Clock distribution:
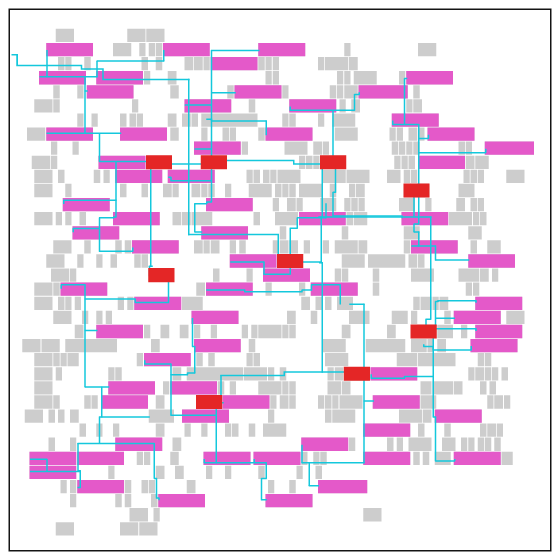
The metal 3 layer:
The bar under the picture is 20 µm long.
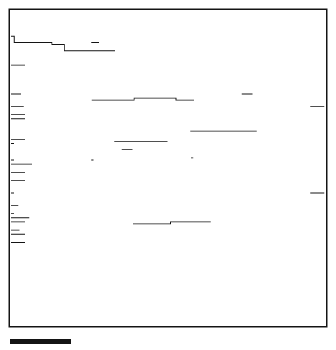
Gate-type map:
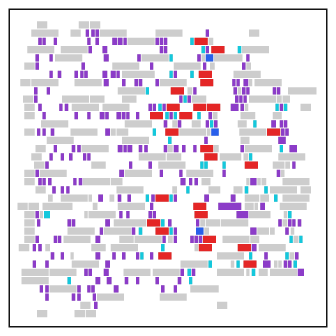
Routing congestion:
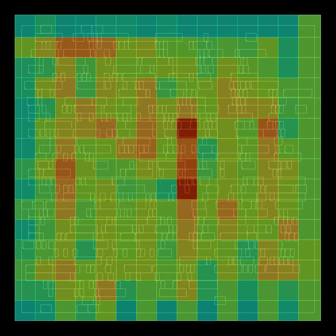
M2 wires:
Cells faint in the background.
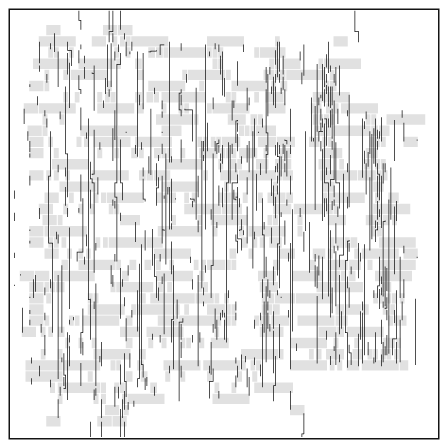
`src/rtl/rgb_pwm_driver.sv`:
```
// rtl/rgb_pwm_driver.sv - double-buffered 3-channel 8-bit PWM driver with active-low LED pins
// Optional square-law gamma on the pending->active copy when RGB_PWM_GAMMA_EN is defined.
module rgb_pwm_driver #(
  parameter int DIV = 256
) (
  input  logic       clk_24MHz_i,
  input  logic       rst_i,
  input  logic [7:0] duty_r_i,
  input  logic [7:0] duty_g_i,
  input  logic [7:0] duty_b_i,
  input  logic       duty_valid_i,
  output logic       duty_ready_o,
  output logic       period_start_o,
  output logic       LED_R_n_o,
  output logic       LED_G_n_o,
  output logic       LED_B_n_o
);

  localparam int PW = (DIV > 1) ? $clog2(DIV) : 1;
  localparam logic [PW-1:0] PRE_MAX = PW'(DIV - 1);

  logic [PW-1:0] pre;
  logic [7:0]    slot;
  logic          tick;
  logic          boundary;
  logic          accept;
  logic          full;
  logic [7:0]    pend_r, pend_g, pend_b;
  logic [7:0]    act_r, act_g, act_b;

  function automatic logic [7:0] shape(input logic [7:0] d);
`ifdef RGB_PWM_GAMMA_EN
    logic [15:0] p;
    p = 16'(d) * 16'(d) + 16'd255;
    return 8'(p >> 8);
`else
    return d;
`endif
  endfunction

  assign tick         = (pre == PRE_MAX);
  assign boundary     = tick && (slot == 8'hFF);
  assign duty_ready_o = ~full & ~rst_i;
  assign accept       = duty_valid_i & duty_ready_o;

  always_ff @(posedge clk_24MHz_i or posedge rst_i) begin
    if (rst_i) begin
      pre  <= '0;
      slot <= '0;
    end else begin
      pre <= tick ? '0 : pre + 1'b1;
      if (tick) slot <= slot + 8'd1;
    end
  end

  // Pending is empty whenever an accept can happen, so boundary copy and accept never collide.
  always_ff @(posedge clk_24MHz_i or posedge rst_i) begin
    if (rst_i) begin
      full   <= 1'b0;
      pend_r <= '0;
      pend_g <= '0;
      pend_b <= '0;
      act_r  <= '0;
      act_g  <= '0;
      act_b  <= '0;
    end else begin
      if (boundary && full) begin
        act_r <= shape(pend_r);
        act_g <= shape(pend_g);
        act_b <= shape(pend_b);
        full  <= 1'b0;
      end else if (accept) begin
        pend_r <= duty_r_i;
        pend_g <= duty_g_i;
        pend_b <= duty_b_i;
        full   <= 1'b1;
      end
    end
  end

  always_ff @(posedge clk_24MHz_i or posedge rst_i) begin
    if (rst_i) begin
      period_start_o <= 1'b0;
      LED_R_n_o      <= 1'b1;
      LED_G_n_o      <= 1'b1;
      LED_B_n_o      <= 1'b1;
    end else begin
      period_start_o <= (pre == '0) && (slot == 8'd0);
      LED_R_n_o      <= ~(slot < act_r);
      LED_G_n_o      <= ~(slot < act_g);
      LED_B_n_o      <= ~(slot < act_b);
    end
  end

endmodule

```
`config.mk`:
```
export PLATFORM = sky130hd
export DESIGN_NAME = rgb_pwm_driver
export DESIGN_NICKNAME = d
export VERILOG_FILES = /design/src/rtl/rgb_pwm_driver.sv
export SDC_FILE = /design/constraint.sdc
export NUM_CORES = 1
export LEC_CHECK = 0
export ABC_AREA = 1
export ABC_CLOCK_PERIOD_IN_PS = 5300
export CORE_MARGIN = 2
export CORE_UTILIZATION = 35
export DETAILED_ROUTE_END_ITERATION = 7
export GPL_TIMING_DRIVEN = 0
export PLACE_DENSITY_LB_ADDON = 0.05
export SETUP_SLACK_MARGIN = 0.4
export SYNTH_ARGS = -nofsm -noshare
export SYNTH_HDL_FRONTEND = slang
export SYNTH_SLANG_ARGS = --single-unit
```
`constraint.sdc`:
```
create_clock -name clk_24MHz_i -period 5.3 [get_ports clk_24MHz_i]
set_input_delay 1.06 -clock clk_24MHz_i [delete_from_list [all_inputs] [get_ports clk_24MHz_i]]
set_output_delay 1.06 -clock clk_24MHz_i [all_outputs]
set_load 0.02 [all_outputs]
```
==> impl_metrics.ini <==
; synthesis and place-and-route metrics
[setup_path]
rr_startpoint = slot[1]
critical_path.max_fanout = 2
critical_path_buf_inv_count = 2
critical-path-slowest-cell = sky130_fd_sc_hd__clkdlybuf4s50_1
launch_point_of_the_critical_path = rst_i
crit_path_cell_trace = clkdlybuf4s50_1 > nor2_1 > clkdlybuf4s50_1

[layout]
final_layout_size_suffix_gt1_frac = 0.0911
area_growth_syn_to_layout_pct = 21.0
final_net_count = 519

[sta]
setup_repair_after_global_routing_missed_its_margin = no
report.final.slew_viol_count = 0
timing.clock.skew_ps = 10.2

[clock_network]
clk_root_buffer_cell = sky130_fd_sc_hd__clkbuf_8
clock-sinks = 69
cts_setup_buffers = 0

[yosys]
synth.cell_area_um2 = 3510
share_of_the_yosys_chip_area_belonging_to_registers = 0.493
postSynthNetCount = 476
synthDistinctLibCells = 25
synth-cells-yosys = 424
number_of_synthesized_flops_with_an_enable_pin = 0
synth.top_cell.area_share = 0.470

[worst_hold_path]
hold_path.class = flop to flop

[grt]
wire_length_of_the_first_global_routing_pass_mm = 12.8
grt_use_total = 0.148

[route]
drc_errors = 0
routedWlPerCell_um = 11.9

[placed_design]
gp_congestion = 0.765
dp.final_hpwl_mm = 5.23

[floorplan]
design.core.area_um2 = 9770
die_x_um = 104
initCoreUtil = 0.359
rows = 36
chipArea_um2 = 10900

[run_status]
outcome = finished, final reports clean
-- 'clock distribution' (at the start) --
[clock-net drivers] red | count: 9
[flip-flops] magenta | count: 69
[clock wires] cyan | length: 1020 µm
routed clock nets: 10

-- 'the metal 3 layer' (at the start) --
nets with wire on the layer: 26
share of all routed wire: 3.1%
main direction: horizontal
longest straight run: 21.6 µm
wire length on this layer: 222 µm

-- 'gate-type map' (at the start) --
[fa/ha/maj cells] red | cells: 25
[nand cells] purple | cells: 221 | where: widely spread
[non-inverting ao/oa cells] blue | cells: 3
[inv cells] cyan | cells: 47

-- 'routing congestion' (at the start) --
GR Layer Usage met3: 0.0420
final core area utilization: 0.435
peak-usage layer in the global routing report: met2
GRT met1 Usage: 0.198

-- 'M2 wires' (at the start) --
share of all routed wire: 45%
longest straight run: 44.9 µm

## cell families after synthesis
logic type | after synthesis | share of synthesized area
xor gates and xnor gates | 6 | 0.0150
buffers and inverters | 58 | 0.0694
adders and majority gates | 25 | 0.0890
and+or+nand+nor | 246 | 0.303
AOI/OAI and AO/OA | 20 | 0.0306
DFF | 69 | 0.493
## area by class of cell
type / instances / area (µm²) / area share
buffer: 11 / 67.6 / 0.0159
inverter: 47 / 179 / 0.0421
clock buffer: 10 / 138 / 0.0324
sequential: 69 / 1730 / 0.407
tap: 133 / 166 / 0.0391
multi-input combinational: 297 / 1540 / 0.362
timing repair buffer: 32 / 338 / 0.0794
clock inverter: 6 / 95.1 / 0.0224
## layer usage
layer | up-vias | part of all wire | global-route usage
met3 | 8 | 0.031 | 0.0420
li1 | 1400 | - | -
met5 | - | 0 | 0
met4 | 0 | 0.011 | 0.0405
met2 | 38 | 0.45 | 0.236
met1 | 1182 | 0.51 | 0.198
## metrics by stage
stage / power (mW) / setup WS, ps / area [µm²] / hold WS (ps) / instances
after floorplan: 0.714 / 2510 / 3510 / 442 / 424
after global placement: 0.765 / 1070 / 3990 / 459 / 588
after detailed placement: 0.771 / 1970 / 4020 / 461 / 589
after CTS: 1.28 / 1960 / 4250 / 480 / 605
after global routing: 1.33 / 1920 / 4250 / 496 / 605
final: 1.26 / 1960 / 4250 / 477 / 605
## worst max-delay path by stage
stage          depth (start not counted)      endpoint
3_5_place_dp                           3  duty_ready_o
5_1_grt                                3  duty_ready_o
2_1_floorplan                          1      act_b[0]
3_3_place_gp                           2       slot[6]
4_1_cts                                3  duty_ready_o
6_report                               3  duty_ready_o
## tightest hold or removal path, delay by kind of cell, from the launching register on
| kind | cells | cell delay [ps] |
|---|---|---|
| simple gates | 2 | 110 |
| flops | 1 | 350 |
## report_power, final
group | total [mW] | switching [mW] | internal [mW]
Combinational | 0.108 | 0.0539 | 0.0542
Sequential | 0.651 | 0.0496 | 0.601
Clock | 0.502 | 0.220 | 0.282
## layout by cell type, fill, tap and decap left out, drive strengths merged
master / synthesis / layout
a21oi: 11 / 11
buf: 9 / 10
bufinv: 0 / 2
clkbuf: 2 / 12
clkdlybuf4s50: 0 / 31
clkinv: 0 / 3
dfrtp: 66 / 66
dfstp: 3 / 3
ha: 25 / 25
inv: 47 / 48
nand2: 184 / 184
nand3: 30 / 30
nand3b: 4 / 4
nand4: 3 / 3
nor2: 23 / 23
nor3: 2 / 2
o21a: 3 / 3
o21ai: 6 / 6
xor2: 6 / 6
## registers in the layout, summed over array words and instances (netlist names)
signal / count
LED_B_n_o: 1
LED_G_n_o: 1
LED_R_n_o: 1
act_b: 8
act_g: 8
act_r: 8
full: 1
pend_b: 8
pend_g: 8
pend_r: 8
period_start_o: 1
pre: 8
slot: 8
Power is estimated from default activity; no workload was simulated.
